Run 1, M1 wires:
Bar = 50 um. Cells faint in the background.
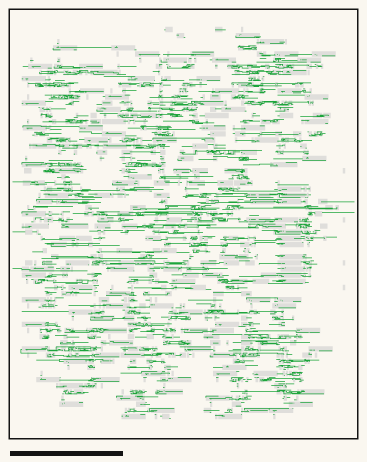
Run 1, signal wires on met2:
Bar = 50 um. Cells faint in the background.
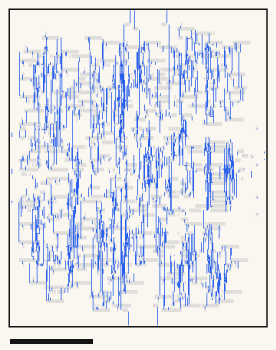
Run 1, M3 wires:
Bar = 50 um. Cells faint in the background.
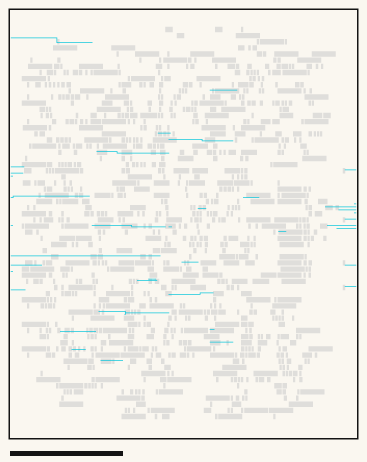
--- src/rtl/button_event_encoder.sv ---
// Debounces two pushbuttons and a 4-bit DIP switch into six channels and queues edge events.
// Define EVENT_RELEASE_EN to queue release events as well as press events.
module button_event_encoder #(
    parameter int DEBOUNCE_CYCLES = 50000,
    parameter int FIFO_DEPTH      = 4
) (
    input  logic       clk_i,
    input  logic       reset_i,
    input  logic       sw1_i,
    input  logic       sw2_i,
    input  logic [3:0] sw3_i,
    output logic [7:0] evt_o,
    output logic       evt_valid_o,
    input  logic       evt_ready_i,
    output logic [5:0] level_o,
    output logic       overflow_o
);
    localparam int NCH = 6;
    localparam int AW  = (FIFO_DEPTH > 1) ? $clog2(FIFO_DEPTH) : 1;
    localparam int CW  = AW + 1;
    localparam logic [15:0] CNT_LAST = 16'(DEBOUNCE_CYCLES - 1);
    localparam logic [NCH-1:0] IDLE_RAW = 6'b000011;

    if (DEBOUNCE_CYCLES < 2 || DEBOUNCE_CYCLES > 65535) begin : g_bad_db
        $error("DEBOUNCE_CYCLES out of range");
    end
    if (FIFO_DEPTH != 2 && FIFO_DEPTH != 4 && FIFO_DEPTH != 8) begin : g_bad_fd
        $error("FIFO_DEPTH must be 2, 4 or 8");
    end

    logic [NCH-1:0] sync1_q;
    logic [NCH-1:0] sync2_q;
    logic [NCH-1:0] level_in;

    // Raw idle pattern: pushbuttons idle high, DIP bits idle low.
    always_ff @(posedge clk_i) begin
        if (reset_i) begin
            sync1_q <= IDLE_RAW;
            sync2_q <= IDLE_RAW;
        end else begin
            sync1_q <= {sw3_i, sw2_i, sw1_i};
            sync2_q <= sync1_q;
        end
    end

    assign level_in = sync2_q ^ IDLE_RAW;

    logic [15:0]    cnt_q [NCH];
    logic [NCH-1:0] level_q;
    logic [NCH-1:0] differ;
    logic [NCH-1:0] accept;
    logic [NCH-1:0] queue_req;

    always_comb begin
        differ = level_in ^ level_q;
        accept = '0;
        for (int ch = 0; ch < NCH; ch++) begin
            accept[ch] = differ[ch] && (cnt_q[ch] == CNT_LAST);
        end
    end

    always_ff @(posedge clk_i) begin
        if (reset_i) begin
            level_q <= '0;
            for (int ch = 0; ch < NCH; ch++) begin
                cnt_q[ch] <= '0;
            end
        end else begin
            level_q <= level_q ^ accept;
            for (int ch = 0; ch < NCH; ch++) begin
                if (!differ[ch] || accept[ch]) begin
                    cnt_q[ch] <= '0;
                end else begin
                    cnt_q[ch] <= cnt_q[ch] + 16'd1;
                end
            end
        end
    end

    assign level_o = level_q;

`ifdef EVENT_RELEASE_EN
    assign queue_req = accept;
`else
    assign queue_req = accept & level_in;
`endif

    logic [NCH-1:0] pend_q;
    logic [NCH-1:0] ptype_q;
    logic [NCH-1:0] grant;
    logic [2:0]     gch;
    logic           wr_en;
    logic           rd_en;
    logic           full;
    logic [7:0]     wr_data;

    // Lowest-numbered pending channel wins; a full FIFO still takes a
    // write when the consumer drains an entry on the same edge.
    always_comb begin
        gch = '0;
        for (int ch = NCH - 1; ch >= 0; ch--) begin
            if (pend_q[ch]) begin
                gch = 3'(ch);
            end
        end
        wr_en = (|pend_q) && (!full || rd_en);
        grant = '0;
        if (wr_en) begin
            grant[gch] = 1'b1;
        end
        wr_data = {ptype_q[gch], 4'b0000, gch};
    end

    always_ff @(posedge clk_i) begin
        if (reset_i) begin
            pend_q     <= '0;
            ptype_q    <= '0;
            overflow_o <= 1'b0;
        end else begin
            pend_q  <= (pend_q & ~grant) | queue_req;
            ptype_q <= (ptype_q & ~queue_req) | (level_in & queue_req);
            if (|(pend_q & ~grant & queue_req)) begin
                overflow_o <= 1'b1;
            end
        end
    end

    logic [7:0]    mem_q [FIFO_DEPTH];
    logic [AW-1:0] wr_ptr_q;
    logic [AW-1:0] rd_ptr_q;
    logic [CW-1:0] count_q;

    assign full        = (count_q == CW'(FIFO_DEPTH));
    assign evt_valid_o = (count_q != '0);
    assign rd_en       = evt_valid_o && evt_ready_i;
    assign evt_o       = evt_valid_o ? mem_q[rd_ptr_q] : 8'h00;

    always_ff @(posedge clk_i) begin
        if (wr_en && !reset_i) begin
            mem_q[wr_ptr_q] <= wr_data;
        end
    end

    always_ff @(posedge clk_i) begin
        if (reset_i) begin
            wr_ptr_q <= '0;
            rd_ptr_q <= '0;
            count_q  <= '0;
        end else begin
            if (wr_en) begin
                wr_ptr_q <= wr_ptr_q + AW'(1);
            end
            if (rd_en) begin
                rd_ptr_q <= rd_ptr_q + AW'(1);
            end
            case ({wr_en, rd_en})
                2'b10:   count_q <= count_q + CW'(1);
                2'b01:   count_q <= count_q - CW'(1);
                default: count_q <= count_q;
            endcase
        end
    end

endmodule

--- config.mk ---
export PLATFORM = sky130hd
export DESIGN_NAME = button_event_encoder
export DESIGN_NICKNAME = d
export VERILOG_FILES = /design/src/rtl/button_event_encoder.sv
export SDC_FILE = /design/constraint.sdc
export NUM_CORES = 1
export LEC_CHECK = 0
export ABC_AREA = 1
export CAP_MARGIN = 20
export CORE_ASPECT_RATIO = 1.25
export CORE_MARGIN = 5
export CORE_UTILIZATION = 30
export CTS_BUF_LIST = sky130_fd_sc_hd__clkbuf_8
export DETAILED_ROUTE_END_ITERATION = 8
export PLACE_DENSITY = 0.42
export SLEW_MARGIN = 10
export SYNTH_ARGS = -nofsm -noshare
export SYNTH_HDL_FRONTEND = slang
export SYNTH_SLANG_ARGS = --single-unit
--- constraint.sdc ---
create_clock -name clk_i -period 2.3 [get_ports clk_i]
set_input_delay 0.46 -clock clk_i [delete_from_list [all_inputs] [get_ports clk_i]]
set_output_delay 0.46 -clock clk_i [all_outputs]
set_load 0.03 [all_outputs]
==> impl_metrics.csv, run 1 <==
group,metric,value,unit
floorplan,coreArea,0.02537,mm2
drt,routed-wl-met3,477,um
synthesis,synth_top_cell_by_area,"edfxtp_1",
placed_design,dp_hpwl,11.19,mm
synthesis,most_common_cell,"nor2_1",
pwr,pg_comb,0.000632,W
synthesis,synthDominantCellAreaShare,0.4350,
synthesis,ys_sh_aoi,0.07265,
final_layout,nMultiInputCombCells,675,
final_layout,lay_top_count,"nor2_1",
final_timing,clock_skew,0.01426,ns
synthesis,synth_area_per_cell,9.076,um2
clock_tree,clockBufferDepth,2,
synthesis,synthArstFlopShare,0,
run,warnings,29,
pwr,power.density,646.3,mW/mm2
final_timing,worst_slack,0.1836,ns
drt,drtIter0Drc,187,
synthesis,area_leaders,"edfxtp_1, dfxtp_1, nor2_1",
grt,grt_first_pass_wirelength,26.11,mm
grt,grt_max_degree,28,
pwr,p_int,0.004318,W
floorplan,tapCellCount,335,
worst_setup_path,start_kind,"flop",
final_timing,fin_hold_ws,0.4052,ns
run,maxCapViolations,0,
worst_setup_path,critPathCaptureType,"primary output",
pwr,power.switching,0.001556,W
worst_setup_path,reg2reg_to,"cnt_q[1][8]",
clock_tree,ctsHoldBuffers,0,
final_layout,comb_area,0.003436,mm2
worst_setup_path,cpPeakStageDelay,0.41,ns
worst_setup_path,reg2reg_slack,0.36,ns
synthesis,ys_sh_xor,0.03285,
drt,top_layer,"met4",
drt,wl_met1,6.957,mm
synthesis,syn_area,0.007732,mm2
pwr,clockPowerShare,0.353,
grt,first_global_vias,5531,
floorplan,die_w,153.6,um
final_layout,top_register,"cnt_q",
final_layout,final_cell_mix,"nor2_1, nand2_1, edfxtp_1",
min_path,min_from,"sync1_q[3]",
pwr,power.leakage,3.613,nW
final_layout,nets,1003,
worst_setup_path,path_class,"flop to primary output",
drt,wl_met2,7.179,mm
synthesis,synthTopLogicFamily,"simple AND/OR/NAND/NOR gates",
outcome,status,"finished clean",
min_path,hp-class,"flop to flop",
final_layout,clock_buffers,17,
final_layout,n_all_buffers,30,
pwr,switching_share,0.2649,
floorplan,die-area,0.02911,mm2
min_path,hold_path_end,"sync2_q[3]",
placed_design,io_buffers,20,
synthesis,simple_gate_share,0.2715,
final_timing,finalCritPeriodShare,0.9202,
synthesis,top_cells_by_count,"nor2_1, nand2_1, edfxtp_1, inv_1, a21oi_1",
pwr,p_seq,0.00317,W
worst_setup_path,path_depth,5,
clock_tree,cts_setup_buffers,0,
synthesis,ys_chip_area,0.007732,mm2
synthesis,synthCells,852,
final_timing,fmax,472.5,MHz
final_layout,design.seq.count,152,
drt,ant_nets,0,
pwr,power,0.005873,W
worst_setup_path,cp_max_fo,5,
final_timing,slew_viol_final,0,
clock_tree,cts_resized,5,
placed_design,place_area,0.008696,mm2
synthesis,synth-edff-count,112,
floorplan,fp_util,0.3047,
About 'M1 wires':
share of all routed wire: 47%
main direction: horizontal
longest straight run: 41.9 um

About 'signal wires on met2':
share of all routed wire: 49%
main direction: vertical
GR Util met2: 0.1839
DR vias: 5638
DRT Wirelength: 14.80 mm

About 'M3 wires':
share of all routed wire: 3.2%
wire length on this layer: 477 um
met3 global-route usage: 0.02743

Run 1, routing congestion map:
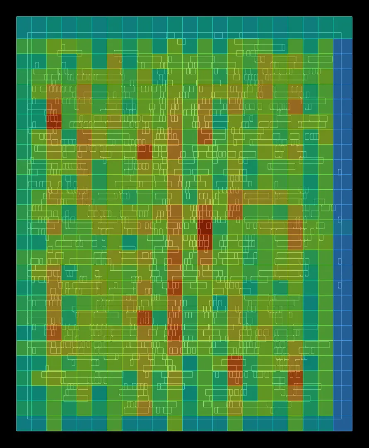

==> run 1 -> run 2 <==
- CORE_MARGIN: 5 -> default
Run 2, routing congestion map:
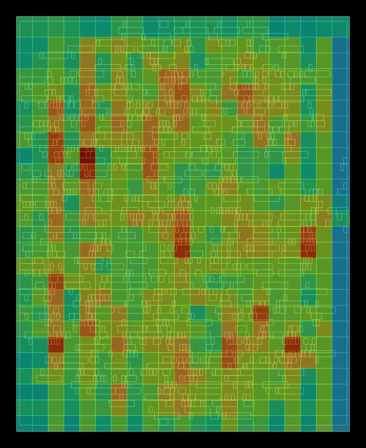
drt wl/cell: 11.08 um
met1 Use GR: 0.1492
met3 global-route usage: 0.02965
total track usage: 0.1232
global route hottest layer: met2

Run 2, M1 wires:
Bar = 50 um. Cells faint in the background.
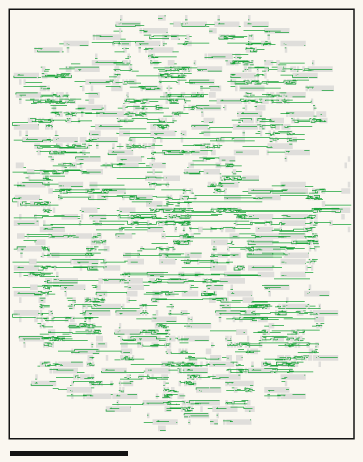
wire length on this layer: 7060 um
share of all routed wire: 48%
nets with wire on the layer: 963
DRT Wirelength: 14.76 mm
DR vias: 5581

==> impl_metrics.csv, run 2 <==
group,metric,value,unit
final_layout,design.seq.count,152,
final_layout,final_cell_mix,"nor2_1, nand2_1, edfxtp_1",
final_timing,fmax,481.8,MHz
synthesis,synth-edff-count,112,
synthesis,ys_sh_aoi,0.07265,
worst_setup_path,path_depth,5,
final_timing,worst_slack,0.2245,ns
clock_tree,cts_resized,6,
synthesis,most_common_cell,"nor2_1",
drt,wl_met2,7.282,mm
pwr,pg_comb,0.000632,W
min_path,hold_path_end,"sync2_q[5]",
synthesis,synth_top_cell_by_area,"edfxtp_1",
synthesis,synth_area_per_cell,9.076,um2
drt,wl_met1,7.063,mm
pwr,clockPowerShare,0.361,
drt,drtIter0Drc,283,
final_layout,top_register,"cnt_q",
synthesis,top_cells_by_count,"nor2_1, nand2_1, edfxtp_1, inv_1, a21oi_1",
final_timing,finalCritPeriodShare,0.9024,
final_layout,clock_buffers,17,
grt,grt_max_degree,28,
final_layout,buffer_area_frac,0.02983,
drt,top_layer,"met4",
run,warnings,29,
placed_design,io_buffers,20,
floorplan,die_w,145.6,um
final_layout,comb_area,0.003436,mm2
synthesis,synthCells,852,
pwr,power.leakage,3.603,nW
clock_tree,clockBufferDepth,2,
worst_setup_path,cp_max_fo,5,
placed_design,place_area,0.008703,mm2
final_timing,fin_hold_ws,0.4042,ns
final_timing,fin_tns_setup,0,ns
worst_setup_path,critPathCaptureType,"primary output",
grt,grt_first_pass_wirelength,26.03,mm
floorplan,coreArea,0.02529,mm2
worst_setup_path,path_class,"flop to primary output",
worst_setup_path,reg2reg_to,"cnt_q[1][15]",
final_layout,nMultiInputCombCells,675,
worst_setup_path,reg2reg_slack,0.38,ns
final_layout,n_all_buffers,31,
synthesis,ys_chip_area,0.007732,mm2
synthesis,synthTopLogicFamily,"simple AND/OR/NAND/NOR gates",
final_layout,nets,1004,
floorplan,tapCellCount,335,
pwr,p_int,0.004333,W
min_path,min_from,"sync1_q[5]",
pwr,power.density,652.8,mW/mm2
min_path,hp-class,"flop to flop",
clock_tree,cts_setup_buffers,0,
synthesis,synthArstFlopShare,0,
worst_setup_path,r2r_start,"cnt_q[1][0]",
final_layout,lay_top_count,"nor2_1",
synthesis,ys_sh_xor,0.03285,
placed_design,dp_hpwl,11.04,mm
grt,antenna_found_initial,0,
grt,grt_use_met2,0.2123,
grt,first_global_vias,5600,
worst_setup_path,start_kind,"flop",
outcome,status,"finished clean",
final_timing,clock_skew,0.008911,ns
synthesis,simple_gate_share,0.2715,
synthesis,synthDominantCellAreaShare,0.4350,
final_timing,slew_viol_final,0,
run,maxCapViolations,0,
pwr,p_seq,0.00317,W
drt,ant_nets,0,
drt,routed-wl-met3,333,um
floorplan,fp_util,0.3057,
floorplan,die-area,0.02642,mm2
pwr,vdd_drop_max,0.3222,mV
Run 2, signal wires on met2:
Bar = 50 um. Cells faint in the background.
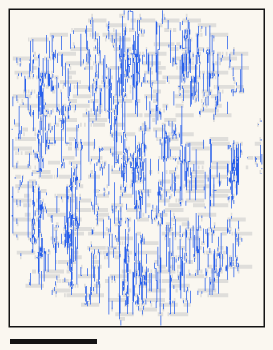
nets with wire on the layer: 775
wire length on this layer: 7280 um
main direction: vertical
longest straight run: 65.3 um

Run 2, M3 wires:
Bar = 50 um. Cells faint in the background.
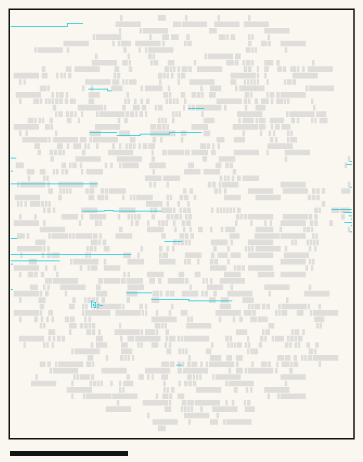

==> run 2 -> run 3 <==
- CORE_MARGIN: default -> 1.5
- TNS_END_PERCENT: default -> 50
Run 3, M3 wires:
Bar = 50 um. Cells faint in the background.
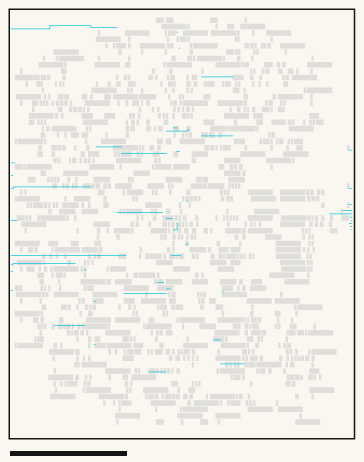
main direction: horizontal
share of all routed wire: 2.3%
nets with wire on the layer: 28
wire length on this layer: 344 um
longest straight run: 49.0 um

Run 3, signal wires on met2:
Bar = 50 um. Cells faint in the background.
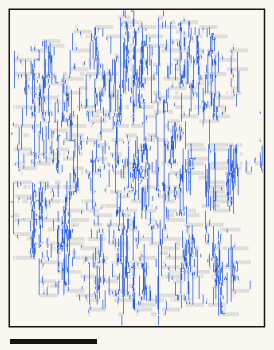
wire length on this layer: 7060 um
share of all routed wire: 48%
nets with wire on the layer: 777
longest straight run: 73.4 um
main direction: vertical
DR vias: 5627
GR Util met2: 0.1996
DRT Wirelength: 14.67 mm

Run 3, signal wires on met4:
Bar = 50 um.
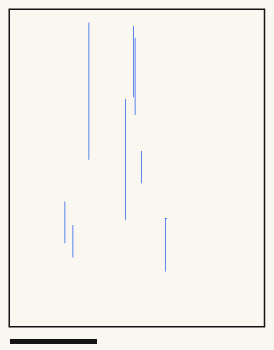
main direction: vertical
wire length on this layer: 325 um
nets with wire on the layer: 6
longest straight run: 78.9 um
share of all routed wire: 2.2%

==> impl_metrics.csv, run 3 <==
group,metric,value,unit
run,maxCapViolations,0,
drt,wl_met2,7.056,mm
final_layout,top_register,"cnt_q",
floorplan,die_w,146.6,um
grt,grt_busiest_layer,"met2",
final_timing,fmax,458.0,MHz
synthesis,ys_sh_xor,0.03285,
outcome,status,"finished clean",
floorplan,die-area,0.02675,mm2
grt,first_global_vias,5514,
synthesis,syn_area,0.007732,mm2
final_timing,slew_viol_final,0,
clock_tree,cts_resized,5,
final_layout,lay_top_count,"nor2_1",
final_timing,finalCritPeriodShare,0.9493,
worst_setup_path,path_class,"flop to primary output",
synthesis,synthArstFlopShare,0,
grt,met3_usage,0.02950,
grt,antenna_found_initial,0,
synthesis,synthDominantCellAreaShare,0.4350,
pwr,power.density,660.6,mW/mm2
run,warnings,29,
pwr,p_seq,0.00316,W
worst_setup_path,reg2reg_slack,0.35,ns
worst_setup_path,critPathCaptureType,"primary output",
synthesis,synth-edff-count,112,
final_layout,buffer_area_frac,0.02855,
grt,use_met1,0.1447,
pwr,power.leakage,3.601,nW
synthesis,simple_gate_share,0.2715,
grt,grt_max_degree,28,
floorplan,coreArea,0.02529,mm2
worst_setup_path,r2r_start,"cnt_q[1][0]",
drt,top_layer,"met4",
pwr,power-top-group,"registers",
pwr,power,0.006022,W
final_timing,fin_hold_ws,0.4071,ns
pwr,vdd_drop_max,0.4199,mV
synthesis,yosys_cells,852,
grt,grt_usage,0.1194,
synthesis,synth_area_per_cell,9.076,um2
final_layout,clock_buffers,17,
min_path,min_from,"sync1_q[3]",
final_layout,syn2layout_area_growth,17.88,%
drt,wl_per_cell,11.03,um
worst_setup_path,path_depth,3,
min_path,hold_path_end,"sync2_q[3]",
final_timing,worst_slack,0.1165,ns
synthesis,synthTopLogicFamily,"simple AND/OR/NAND/NOR gates",
final_layout,design.seq.count,152,
pwr,switching_share,0.2636,
final_layout,seq_share,0.4568,
synthesis,ys_types,45,
synthesis,top_cells_by_count,"nor2_1, nand2_1, edfxtp_1, inv_1, a21oi_1",
pwr,pg_comb,0.000625,W
pwr,clockPowerShare,0.371,
drt,drtIter0Drc,238,
synthesis,synthCells,852,
placed_design,dp_hpwl,10.97,mm
synthesis,area_leaders,"edfxtp_1, dfxtp_1, nor2_1",
pwr,power.switching,0.001587,W
final_timing,clock_skew,0.008732,ns
floorplan,tapCellCount,335,
placed_design,place_ws,0.1059,ns
final_layout,n_all_buffers,29,
drt,wl_met1,6.948,mm
synthesis,most_common_cell,"nor2_1",
drt,routed-wl-met3,343,um
clock_tree,ctsHoldBuffers,0,
grt,grt_first_pass_wirelength,25.67,mm
floorplan,fp_util,0.3057,
clock_tree,clockBufferDepth,2,
placed_design,io_buffers,20,
drt,ant_nets,0,
worst_setup_path,start_kind,"flop",
synthesis,ys_sh_aoi,0.07265,
pwr,p_int,0.004434,W
synthesis,synth_top_cell_by_area,"edfxtp_1",
floorplan,die_h,182.5,um
final_timing,finalHoldViolations,0,
final_timing,fin_tns_setup,0,ns
synthesis,ys_chip_area,0.007732,mm2
final_layout,comb_area,0.003436,mm2
worst_setup_path,reg2reg_to,"cnt_q[1][15]",
floorplan,ios,25,
final_layout,nMultiInputCombCells,675,
min_path,hp-class,"flop to flop",
final_layout,top_regs,"cnt_q (96), mem_q (16)",
placed_design,place_area,0.008701,mm2
final_layout,final_cell_mix,"nor2_1, nand2_1, edfxtp_1",
worst_setup_path,cp_max_fo,4,
worst_setup_path,cpPeakStageDelay,0.69,ns
No activity file was given, so power comes from the tool's default toggle rates.
